clocks.png
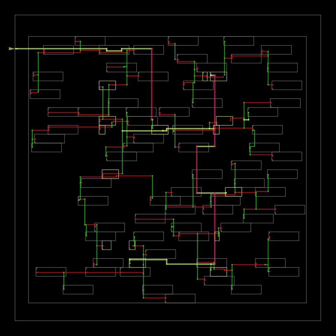
cell_density.png
Drawn at 4 px/um. The die is cut into 9 by 9 equal tiles; black is low, pale yellow is high, 0 to 100% covered.
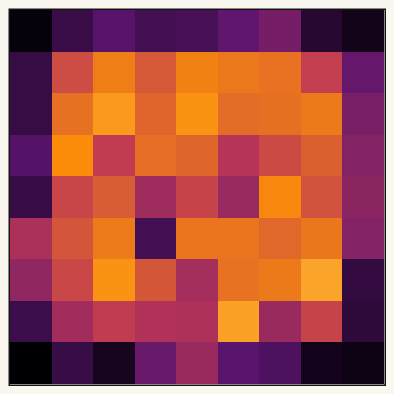
placement_by_type.png
Drawn at 3 px/um.
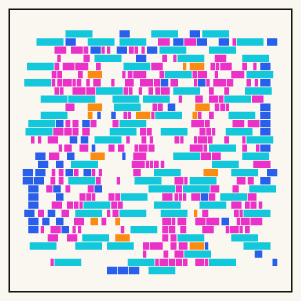
io_placement.png
Drawn at 4 px/um. Pins as bars across the die edge, other pins in grey.
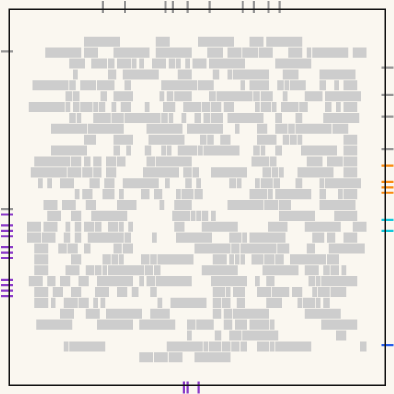
==> config.mk <==
export PLATFORM = sky130hd
export DESIGN_NAME = bcd_scanner
export DESIGN_NICKNAME = d
export VERILOG_FILES = /design/src/rtl/display_pkg.sv /design/src/rtl/scan_counter.sv /design/src/rtl/bcd_scanner.sv
export SDC_FILE = /design/constraint.sdc
export NUM_CORES = 1
export LEC_CHECK = 0
export ABC_AREA = 0
export CORE_MARGIN = 4
export CORE_UTILIZATION = 45
export DETAILED_ROUTE_END_ITERATION = 12
export HOLD_SLACK_MARGIN = 0.08
export MAX_ROUTING_LAYER = met4
export PLACE_DENSITY_LB_ADDON = 0.08
export RECOVER_POWER = 100
export SLEW_MARGIN = 0
export SYNTH_ARGS = -nofsm -noshare
export SYNTH_HDL_FRONTEND = slang
export SYNTH_SLANG_ARGS = --single-unit
export TNS_END_PERCENT = 50
==> constraint.sdc <==
create_clock -name clk -period 1.9 [get_ports clk]
set_input_delay 0.475 -clock clk [delete_from_list [all_inputs] [get_ports clk]]
set_output_delay 0.475 -clock clk [all_outputs]
set_load 0.01 [all_outputs]
==> src/rtl/display_pkg.sv <==
// +--------------------------------------------------------------------------+
// | display_pkg : types and helpers shared by the display front-end blocks   |
// | Revision    : 1.0                                                        |
// +--------------------------------------------------------------------------+
`default_nettype none

package display_pkg;

    localparam int BCD_MAX = 9999;

    typedef logic [3:0] bcd_t;
    typedef logic [1:0] digit_sel_t;

    typedef enum logic [1:0] {
        IDLE   = 2'd0,
        SHIFT  = 2'd1,
        UPDATE = 2'd2
    } state_t;

    // Double-dabble correction: any nibble >= 5 gets +3 before the shift.
    function automatic logic [15:0] bcd_adjust(input logic [15:0] acc);
        logic [15:0] res;
        res = acc;
        for (int i = 0; i < 4; i++) begin
            if (acc[4*i +: 4] >= 4'd5) begin
                res[4*i +: 4] = acc[4*i +: 4] + 4'd3;
            end
        end
        return res;
    endfunction

endpackage

`default_nettype wire

==> src/rtl/scan_counter.sv <==
// +--------------------------------------------------------------------------+
// | scan_counter : prescaled free-running 2-bit digit-select scan            |
// | Revision     : 1.0                                                       |
// +--------------------------------------------------------------------------+
`default_nettype none

module scan_counter
    import display_pkg::*;
#(
    parameter int SCAN_DIV = 50000
) (
    input  logic       clk,
    input  logic       reset_n,
    output logic [1:0] digit
);

    localparam int                 c_PW   = (SCAN_DIV > 2) ? $clog2(SCAN_DIV) : 1;
    localparam logic [c_PW-1:0]    c_TERM = c_PW'(SCAN_DIV - 1);

    logic [c_PW-1:0] r_presc;
    digit_sel_t      r_digit;

    always_ff @(posedge clk or negedge reset_n) begin
        if (!reset_n) begin
            r_presc <= '0;
            r_digit <= '0;
        end else if (r_presc == c_TERM) begin
            r_presc <= '0;
            r_digit <= r_digit + 2'd1;
        end else begin
            r_presc <= r_presc + 1'b1;
        end
    end

    assign digit = r_digit;

endmodule

`default_nettype wire

==> src/rtl/bcd_scanner.sv <==
// +--------------------------------------------------------------------------+
// | bcd_scanner : iterative binary-to-BCD converter plus digit scan source   |
// | Optional macro BCD_SCAN_OVF_EN adds the ovf output (raw value > 9999).   |
// | Revision    : 1.0                                                        |
// +--------------------------------------------------------------------------+
`default_nettype none

module bcd_scanner
    import display_pkg::*;
#(
    parameter int SCAN_DIV = 50000,
    parameter int IN_W     = 14
) (
    input  logic            clk,
    input  logic            reset_n,
    input  logic [IN_W-1:0] value,
    input  logic            load,
    output logic            busy,
    output logic            done,
    output logic [3:0]      num3,
    output logic [3:0]      num2,
    output logic [3:0]      num1,
    output logic [3:0]      num0,
    output logic [1:0]      digit
`ifdef BCD_SCAN_OVF_EN
    ,
    output logic            ovf
`endif
);

    localparam logic [IN_W-1:0] c_MAX   = IN_W'(BCD_MAX);
    localparam logic [3:0]      c_STEPS = 4'(IN_W);

    state_t          r_state;
    logic [IN_W-1:0] r_bin;
    logic [15:0]     r_acc;
    logic [3:0]      r_step;
    logic            r_busy;
    logic            r_done;
    logic [15:0]     r_num;

    logic [IN_W-1:0] w_clamped;
    logic [15:0]     w_adj;
    logic            w_accept;

    assign w_clamped = (value > c_MAX) ? c_MAX : value;
    assign w_adj     = bcd_adjust(r_acc);
    assign w_accept  = (r_state == IDLE) && load;

    always_ff @(posedge clk or negedge reset_n) begin
        if (!reset_n) begin
            r_state <= IDLE;
            r_bin   <= '0;
            r_acc   <= '0;
            r_step  <= '0;
            r_busy  <= 1'b0;
            r_done  <= 1'b0;
            r_num   <= '0;
        end else begin
            r_done <= 1'b0;
            case (r_state)
                IDLE: begin
                    if (load) begin
                        r_bin   <= w_clamped;
                        r_acc   <= '0;
                        r_step  <= c_STEPS;
                        r_busy  <= 1'b1;
                        r_state <= SHIFT;
                    end
                end
                SHIFT: begin
                    {r_acc, r_bin} <= {w_adj, r_bin} << 1;
                    r_step         <= r_step - 4'd1;
                    if (r_step == 4'd1) begin
                        r_state <= UPDATE;
                    end
                end
                UPDATE: begin
                    // Digits only change here, so no partial result is ever visible.
                    r_num   <= r_acc;
                    r_done  <= 1'b1;
                    r_busy  <= 1'b0;
                    r_state <= IDLE;
                end
                default: begin
                    r_state <= IDLE;
                end
            endcase
        end
    end

`ifdef BCD_SCAN_OVF_EN
    logic r_ovf_raw;
    logic r_ovf;

    always_ff @(posedge clk or negedge reset_n) begin
        if (!reset_n) begin
            r_ovf_raw <= 1'b0;
            r_ovf     <= 1'b0;
        end else begin
            if (w_accept) begin
                r_ovf_raw <= (value > c_MAX);
            end
            if (r_state == UPDATE) begin
                r_ovf <= r_ovf_raw;
            end
        end
    end

    assign ovf = r_ovf;
`endif

    assign busy = r_busy;
    assign done = r_done;
    assign num3 = r_num[15:12];
    assign num2 = r_num[11:8];
    assign num1 = r_num[7:4];
    assign num0 = r_num[3:0];

    scan_counter #(
        .SCAN_DIV (SCAN_DIV)
    ) u_scan (
        .clk     (clk),
        .reset_n (reset_n),
        .digit   (digit)
    );

endmodule

`default_nettype wire

==> impl_metrics.py <==
# Flow results
metrics = {
    "run_status": {
        "status": "complete, no violations",
    },
    "worst_setup_path": {
        "worstSetupEndpointType": "output pin",
        "cp_num_cells": 1,
        "slowest_stage": "dlygate4sd3_1",
        "path_cells": "dlygate4sd3_1",
        "slowest_delay_ns": 0.61,
    },
    "route": {
        "vias_per_cell": 5.14,
        "via_count": 2419,
        "ant_nets": 0,
    },
    "finish": {
        "fillCellCount": 612,
        "syn2layout_area_growth_pct": 22.8,
        "design_area_um2": 4050,
        "drive_above_1_share": 0.139,
    },
    "pwr": {
        "p_per_area_nw_per_um2": 1340,
    },
    "place": {
        "place_congestion": 0.784,
        "dp.cells": 456,
        "portBuffers": 36,
    },
    "global_routing": {
        "grt_usage": 0.157,
    },
    "run": {
        "drv_cap": 0,
    },
    "yosys": {
        "ys_cells": 311,
        "async_reset_ff_frac": 1.00,
        "syn_nets": 339,
        "yosys_register_bits": 72,
    },
    "cts": {
        "clkTransAtPathRegs_ns": 0.07,
        "cts_root_buffer": "clkbuf_8",
    },
    "final_timing": {
        "fmax_mhz": 546,
        "setup_violations": 0,
    },
    "floorplanning": {
        "coreArea_um2": 6940,
    },
}
About clocks.png:
Clock Buffer Count: 11
skew final: 0.00783 ns
num sequential: 72
CTS buffer count: 9
clk ins delay skew pair: 0.34 ns

About cell_density.png:
nearly empty tiles = 2.5%
fullest tile = 80%
tiles over 75% full = 6.2%
mean over tiles = 45%

About placement_by_type.png:
clock drivers and dummy loads -> orange  # cells 15
sequential cells -> cyan  # cells 72
combinational and other logic -> magenta  # cells 226
remaining buffers and delay cells -> blue  # cells 62

About io_placement.png:
`reset_n` -> blue  # pins 1, direction input, edge right
`digit` -> cyan  # pins 2, direction output, edge right
`num3` -> orange  # pins 4, direction output, edge right
`value` -> purple  # pins 14, direction input, edge 11 left, 3 bottom
all pins by edge = 13 left, 11 right, 10 top, 3 bottom

state kept, by name, summed over array words and instances (netlist names):
name            flops
r_acc              16
r_num              16
r_state             2
u_scan.digit        2
u_scan.r_presc     16
busy                1
done                1
r_bin              14
r_step              4
cell usage after synthesis, types with 5 or more instances:
cell and number:
dfrtp_1 72, nand2_1 37, o21ai_0 33, inv_1 19, clkbuf_1 11, ha_1 11, mux2_2 11, nor2_1 11
xor2_1 11, nand2b_1 9, xnor2_1 9, a21oi_1 8, nand3_1 8, nand4_1 8, a222oi_1 6, o22ai_1 6
and3_1 5, nor3_1 5
per-layer routing:
metal | vias to the layer above | share of wire
met1 | 1162 | 0.50
met3 | 9 | 0.039
met5 | - | 0
met4 | 0 | 0.013
li1 | 1208 | -
met2 | 40 | 0.45
path summary, 6_finish.rpt:
path	to	start
worst max-delay path	digit[0]	u_scan.digit[0]
worst min-delay path	u_scan.r_presc[15]	reset_n
worst max register to register	u_scan.digit[1]	u_scan.r_presc[7]
worst min register to register	r_num[9]	r_num[9]
max in group asynchronous	r_bin[12]	reset_n
min in group clk	r_num[9]	r_num[9]
power by group:
group | internal (mW) | switching (mW) | total [mW] | leakage [nW]
clock | 0.460 | 0.539 | 0.999 | 0.0789
sequential | 2.02 | 0.341 | 2.36 | 0.927
combinational | 1.04 | 1.04 | 2.07 | 0.927
total | 3.52 | 1.92 | 5.43 | 1.93
cell families (layout without fill, tap and decap cells):
family          after synthesis  count (layout)  synth area share
compound gates               65              65             0.121
fa+ha+maj                    11              11            0.0417
flops                        72              72             0.546
simple gates                 96              96             0.148
xor+xnor                     21              21            0.0580
mux                          14              14            0.0466
buf+inv                      32              96            0.0379
worst register-to-register path: cells and delay by family (launching register included):
family,cells,cell delay (ns)
simple gates,3,0.91
flops,1,0.42
buf+inv,1,0.21
xor+xnor,1,0.13
layout make-up:
class                           count  share of cell area
Clock buffer                       11              0.0324
Clock inverter                      4             0.00556
Inverter                           19              0.0176
Multi-Input combinational cell    207               0.339
Sequential cell                    72               0.445
Tap cell                           96              0.0296
Timing Repair Buffer               62               0.132
Power is estimated from default activity; no workload was simulated.
